==> src/rtl/lsu_mem_ctrl.sv <==
// Load/store sequencer between the execute stage and a word-wide data memory.
// Define LSU_MISALIGNED_SPLIT_EN to split word-crossing accesses into two transactions.
module lsu_mem_ctrl #(
  parameter int unsigned TIMEOUT_CYCLES = 255
) (
  input  logic        clk,
  input  logic        rst_n,
  input  logic        req_valid,
  output logic        req_ready,
  input  logic        req_we,
  input  logic [2:0]  req_funct3,
  input  logic [31:0] req_addr,
  input  logic [31:0] req_wdata,
  output logic        rsp_valid,
  output logic [31:0] rsp_rdata,
  output logic        rsp_err,
  output logic        mem_req,
  input  logic        mem_gnt,
  output logic        mem_we,
  output logic [31:0] mem_addr,
  output logic [3:0]  mem_be,
  output logic [31:0] mem_wdata,
  input  logic        mem_rvalid,
  input  logic [31:0] mem_rdata
);

  typedef enum logic [2:0] {IDLE, REQ0, WAIT0, REQ1, WAIT1, RESP} state_t;

  localparam logic [15:0] TMO_LAST = 16'(TIMEOUT_CYCLES - 1);

  state_t      state_reg, state_next;
  logic        we_reg;
  logic [2:0]  funct3_reg;
  logic [31:0] addr_reg;
  logic [1:0]  off_reg;
  logic        split_reg;
  logic        err_reg;
  logic [63:0] wdata_reg;
  logic [7:0]  mask_reg;
  logic [31:0] rdata0_reg, rdata1_reg;
  logic [15:0] cnt_reg;

  logic [1:0]  in_off;
  logic [2:0]  in_size;
  logic [3:0]  in_base;
  logic        in_illegal, in_misal, in_cross, in_err, in_split;
  logic [63:0] in_wdata;
  logic [7:0]  in_mask;

  always_comb begin
    in_off = req_addr[1:0];
    case (req_funct3[1:0])
      2'b00:   begin in_size = 3'd1; in_base = 4'b0001; end
      2'b01:   begin in_size = 3'd2; in_base = 4'b0011; end
      default: begin in_size = 3'd4; in_base = 4'b1111; end
    endcase
    in_illegal = (req_funct3 == 3'b011) || (req_funct3 == 3'b110) ||
                 (req_funct3 == 3'b111) || (req_we && req_funct3[2]);
    in_misal   = ((in_size == 3'd2) && in_off[0]) || ((in_size == 3'd4) && (in_off != 2'b00));
    in_cross   = (({1'b0, in_off} + in_size) > 3'd4);
`ifdef LSU_MISALIGNED_SPLIT_EN
    in_err   = in_illegal;
    in_split = in_cross && !in_illegal;
`else
    // Any misaligned access is rejected before it reaches memory.
    in_err   = in_illegal || in_misal;
    in_split = 1'b0;
`endif
    in_wdata = {32'b0, req_wdata} << {in_off, 3'b000};
    in_mask  = {4'b0000, in_base} << in_off;
  end

  logic tmo, tmo_fire;
  assign tmo = (cnt_reg == TMO_LAST);

  always_comb begin
    state_next = state_reg;
    tmo_fire   = 1'b0;
    case (state_reg)
      IDLE:  if (req_valid) state_next = in_err ? RESP : REQ0;
      REQ0: begin
        if (mem_gnt)  state_next = !we_reg ? WAIT0 : (split_reg ? REQ1 : RESP);
        else if (tmo) begin state_next = RESP; tmo_fire = 1'b1; end
      end
      WAIT0: begin
        if (mem_rvalid) state_next = split_reg ? REQ1 : RESP;
        else if (tmo)   begin state_next = RESP; tmo_fire = 1'b1; end
      end
      REQ1: begin
        if (mem_gnt)  state_next = we_reg ? RESP : WAIT1;
        else if (tmo) begin state_next = RESP; tmo_fire = 1'b1; end
      end
      WAIT1: begin
        if (mem_rvalid) state_next = RESP;
        else if (tmo)   begin state_next = RESP; tmo_fire = 1'b1; end
      end
      RESP:    state_next = IDLE;
      default: state_next = IDLE;
    endcase
  end

  always_ff @(posedge clk or negedge rst_n) begin
    if (!rst_n) begin
      state_reg  <= IDLE;
      we_reg     <= 1'b0;
      funct3_reg <= 3'b000;
      addr_reg   <= 32'b0;
      off_reg    <= 2'b00;
      split_reg  <= 1'b0;
      err_reg    <= 1'b0;
      wdata_reg  <= 64'b0;
      mask_reg   <= 8'b0;
      rdata0_reg <= 32'b0;
      rdata1_reg <= 32'b0;
      cnt_reg    <= 16'b0;
    end else begin
      state_reg <= state_next;
      // Counter restarts on every state change, so each REQ/WAIT state gets a fresh budget.
      if (state_next != state_reg) cnt_reg <= 16'b0;
      else if (state_reg != IDLE && state_reg != RESP) cnt_reg <= cnt_reg + 16'd1;
      if (state_reg == IDLE && req_valid) begin
        we_reg     <= req_we;
        funct3_reg <= req_funct3;
        addr_reg   <= {req_addr[31:2], 2'b00};
        off_reg    <= in_off;
        split_reg  <= in_split;
        err_reg    <= in_err;
        wdata_reg  <= in_wdata;
        mask_reg   <= in_mask;
        rdata0_reg <= 32'b0;
        rdata1_reg <= 32'b0;
      end
      if (tmo_fire) err_reg <= 1'b1;
      if (state_reg == WAIT0 && mem_rvalid) rdata0_reg <= mem_rdata;
      if (state_reg == WAIT1 && mem_rvalid) rdata1_reg <= mem_rdata;
    end
  end

  logic [63:0] load_shift;
  logic [31:0] load_word;

  always_comb begin
    load_shift = {rdata1_reg, rdata0_reg} >> {off_reg, 3'b000};
    load_word  = load_shift[31:0];
    req_ready  = (state_reg == IDLE);
    mem_req    = 1'b0;
    mem_we     = 1'b0;
    mem_addr   = 32'b0;
    mem_be     = 4'b0000;
    mem_wdata  = 32'b0;
    rsp_valid  = 1'b0;
    rsp_err    = 1'b0;
    rsp_rdata  = 32'b0;
    if (state_reg == REQ0 || state_reg == REQ1) begin
      mem_req  = 1'b1;
      mem_we   = we_reg;
      mem_addr = (state_reg == REQ0) ? addr_reg : addr_reg + 32'd4;
      if (we_reg) begin
        mem_be    = (state_reg == REQ0) ? mask_reg[3:0] : mask_reg[7:4];
        mem_wdata = (state_reg == REQ0) ? wdata_reg[31:0] : wdata_reg[63:32];
      end else begin
        mem_be = 4'hF;
      end
    end
    if (state_reg == RESP) begin
      rsp_valid = 1'b1;
      rsp_err   = err_reg;
      if (!err_reg && !we_reg) begin
        case (funct3_reg)
          3'b000:  rsp_rdata = {{24{load_word[7]}}, load_word[7:0]};
          3'b001:  rsp_rdata = {{16{load_word[15]}}, load_word[15:0]};
          3'b100:  rsp_rdata = {24'b0, load_word[7:0]};
          3'b101:  rsp_rdata = {16'b0, load_word[15:0]};
          default: rsp_rdata = load_word;
        endcase
      end
    end
  end

endmodule

==> config.mk <==
export PLATFORM = sky130hd
export DESIGN_NAME = lsu_mem_ctrl
export DESIGN_NICKNAME = d
export VERILOG_FILES = /design/src/rtl/lsu_mem_ctrl.sv
export SDC_FILE = /design/constraint.sdc
export NUM_CORES = 1
export LEC_CHECK = 0
export CORE_ASPECT_RATIO = 1.25
export CORE_MARGIN = 3
export CORE_UTILIZATION = 49
export CTS_BUF_LIST = sky130_fd_sc_hd__clkbuf_8
export DETAILED_ROUTE_END_ITERATION = 8
export PLACE_DENSITY = 0.76
export SETUP_SLACK_MARGIN = 0.05
export SYNTH_ARGS = -nofsm -noshare
export SYNTH_HDL_FRONTEND = slang
export SYNTH_SLANG_ARGS = --single-unit
==> constraint.sdc <==
create_clock -name clk -period 2.1 [get_ports clk]
set_input_delay 0.42 -clock clk [delete_from_list [all_inputs] [get_ports clk]]
set_output_delay 0.42 -clock clk [all_outputs]
set_load 0.02 [all_outputs]
layer_met2.png
Drawn at 2 px/um.
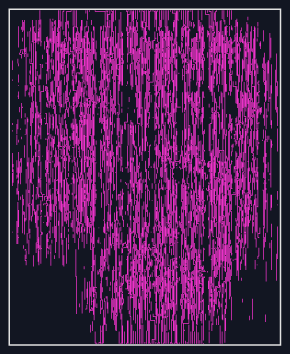
longest straight run = 53.0 um
share of all routed wire = 50%

==> results.yml <==
# synthesis and place-and-route metrics
yosys:
  top_cells_by_area: "dfrtp_1 43%, nand2_1 12%, mux4_2 8.0%"
  common_cells: "332 x nand2_1, 175 x dfrtp_1, 101 x nor2_1, 75 x o21ai_0, 50 x mux2i_1"
  logic_family: "simple AND/OR/NAND/NOR gates"
  mux_area_frac: 0.140
  synth_seq_share: 0.430
  xor_share: 0.0353
  top_area_cell: "dfrtp_1"
  ys_sh_aoi: 0.0959
  edf_count: 0
  netlist.area_leader.share: 0.430
  ys_seq_elements: 175
  synth_cells: 1157
  synth_adder_area_share: 0.00369
  netlist_area_um2: 10200
  synth_dominant_cell_count: "nand2_1"
  ys.flop_type: "dfrtp_1"
  synthSimpleGateAreaFrac: 0.242
  yosys_warnings: 0
  yosys_area_um2: 10200
  ys_cells: 1157
  synth_async_sr_flop_share: 1.00
  synth_cell_types: 52
  avgSynthCellArea_um2: 8.79
cells_and_area:
  largest_reg_flops: 56
  final_core_util: 0.798
  drive_gt1_frac: 0.386
  lay_top_count: "nand2_1"
  stdcell_count: 1768
  fillCellCount: 1115
  mostFrequentLayoutCells: "317 x nand2_1, 172 x dfrtp_1, 121 x buf_6"
  fin_nets: 1589
  area_growth_pct: 58.8
  design_area_um2: 16200
pwr:
  pg_seq_mw: 5.95
  seqPwrFrac: 0.291
  clockNetworkPower_mw: 2.42
  switching_power_mw: 8.94
  p_comb_frac: 0.590
  comb-power_mw: 12.0
  top_power_group: "combinational logic"
  clockPowerShare: 0.118
  totalPowerFinal_mw: 20.4
  power_per_cell_area_nw_per_um2: 1260
  p_leak_nw: 7.07
  swShare: 0.438
  p_int_mw: 11.5
routing:
  met3_length_um: 3030
  avgRoutedWirePerCell_um: 21.6
  wl_met1_um: 13800
  top_layer_used: "met4"
  dr.first_iter.drc_count: 1032
  vias_per_cell: 6.01
  wl_um: 38200
  drc: 0
  via_count: 10600
  ant_nets: 0
  wl_met2_um: 19100
  first_pass_iters: 5
flow_run:
  log.warning_count: 30
  cap_violations: 0
setup_path:
  worstSetupStartpoint: "state_reg[1]"
  start_kind: "flop"
  cp-end-kind: "output pin"
  r2r_setup_slack_ps: -60
  critPathKind: "flop to output pin"
  crit_chain: "nor2b_2 > nand2_1 > or3_4 > o21bai_4 > buf_12 > buf_12 > a21oi_4 > buf_6"
  rr_endpoint: "wdata_reg[19]"
  cp_max_fo: 7
  max_stage_delay_ps: 450
  cpMostUsedCell: "buf_12"
  critPathRequiredTime_ps: 1680
  worstRegToRegCells: 10
  crit_end: "rsp_rdata[30]"
  cp_slowest_cell: "dfrtp_2"
  timing.rr.start: "state_reg[1]"
  arrival_ps: 2280
status:
  status: "finished with violations"
  violations: "negative setup slack"
sta:
  min_period_over_period: 1.28
  finalMaxSlewViolations: 0
  setup_viol: 116
  slew_headroom: 0.519
  fin_skew_ps: 17.3
  whs_ps: 392
  rsz0062_at_grt: "true"
  worstMarginPinSlew_ps: 720
  fin_crit_ps: 2700
  setup_ws_ps: -598
  setup_tns_ps: -41110
  fmax_mhz: 371
  hold_violations: 0
cts:
  worstSkewPairLatency_ps: 480
  cts-buffers-inserted: 17
  ctsLongestPathBuffers: 2
  cts_tree: "done"
  clk_pin_slew_worst_paths_ps: 100
  clock_sinks: 175
  cts-root-buf: "clkbuf_8"
  cts_max_level: 4
floorplanning:
  rows: 58
  fp_util: 0.503
  chipArea_um2: 22500
  ioPinCount: 210
global_route:
  grt_start_max_net_pins: 65
  use_met1: 0.386
  grt_pass1_vias: 10500
  met2_usage: 0.522
  grt_busiest_layer: "met2"
  grt_overflow_total: 0
  grt_pass1_wl_um: 55300
  grtUsageMet3: 0.0613
  grt_usage: 0.308
  antenna_found_initial: 4
placed_design:
  dp_slack_ps: -511
  postPlaceCellArea_um2: 13600
  dp_hpwl_um: 21800
  port_buffers: 207
  post-place-cells: 1659
  place_congestion: 0.910
min_path:
  hold_path_class: "primary input to asynchronous set/reset pin"
power_grid.png
Drawn at 2 px/um. Pins as bars on the die edge.
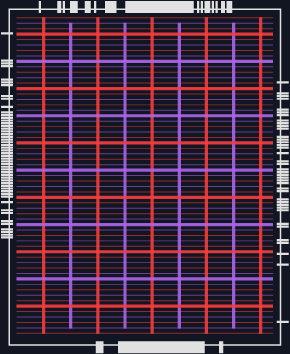
VDD -> purple
VSS -> red
signal pins = 210
met5 straps = 11
met1 rails = 59
rows = 58
Core Area: 20,200 um^2
die width: 135 um
Die H: 167 um
VDD IR-drop max: 755 uV

-- area by class of cell --
type / count / area (um^2) / share of cell area
diodes: 4 / 10.0 / 0.000619
clock buffers: 17 / 234 / 0.0145
clock inverters: 15 / 166 / 0.0103
inverters: 28 / 115 / 0.00712
multi-input cells: 863 / 6560 / 0.406
flip-flops and latches: 175 / 4380 / 0.271
well taps: 270 / 338 / 0.0209
repair buffers: 396 / 4350 / 0.269
-- timing repair --
item,4_1_cts,5_1_grt
endpoints found under the setup margin,108,119
gates cloned,9,4
endpoints found under the hold margin,26,0
setup buffers,42,24
resized,711,193
hold buffers,1,0
pin swaps,54,74
-- critical path, delay by kind of cell, from the launching register on --
kind | cells | cell delay [ps]
DFF | 1 | 450
and+or+nand+nor | 3 | 610
buffers and inverters | 3 | 430
AOI/OAI and AO/OA | 2 | 310
Power is estimated from default activity; no workload was simulated.
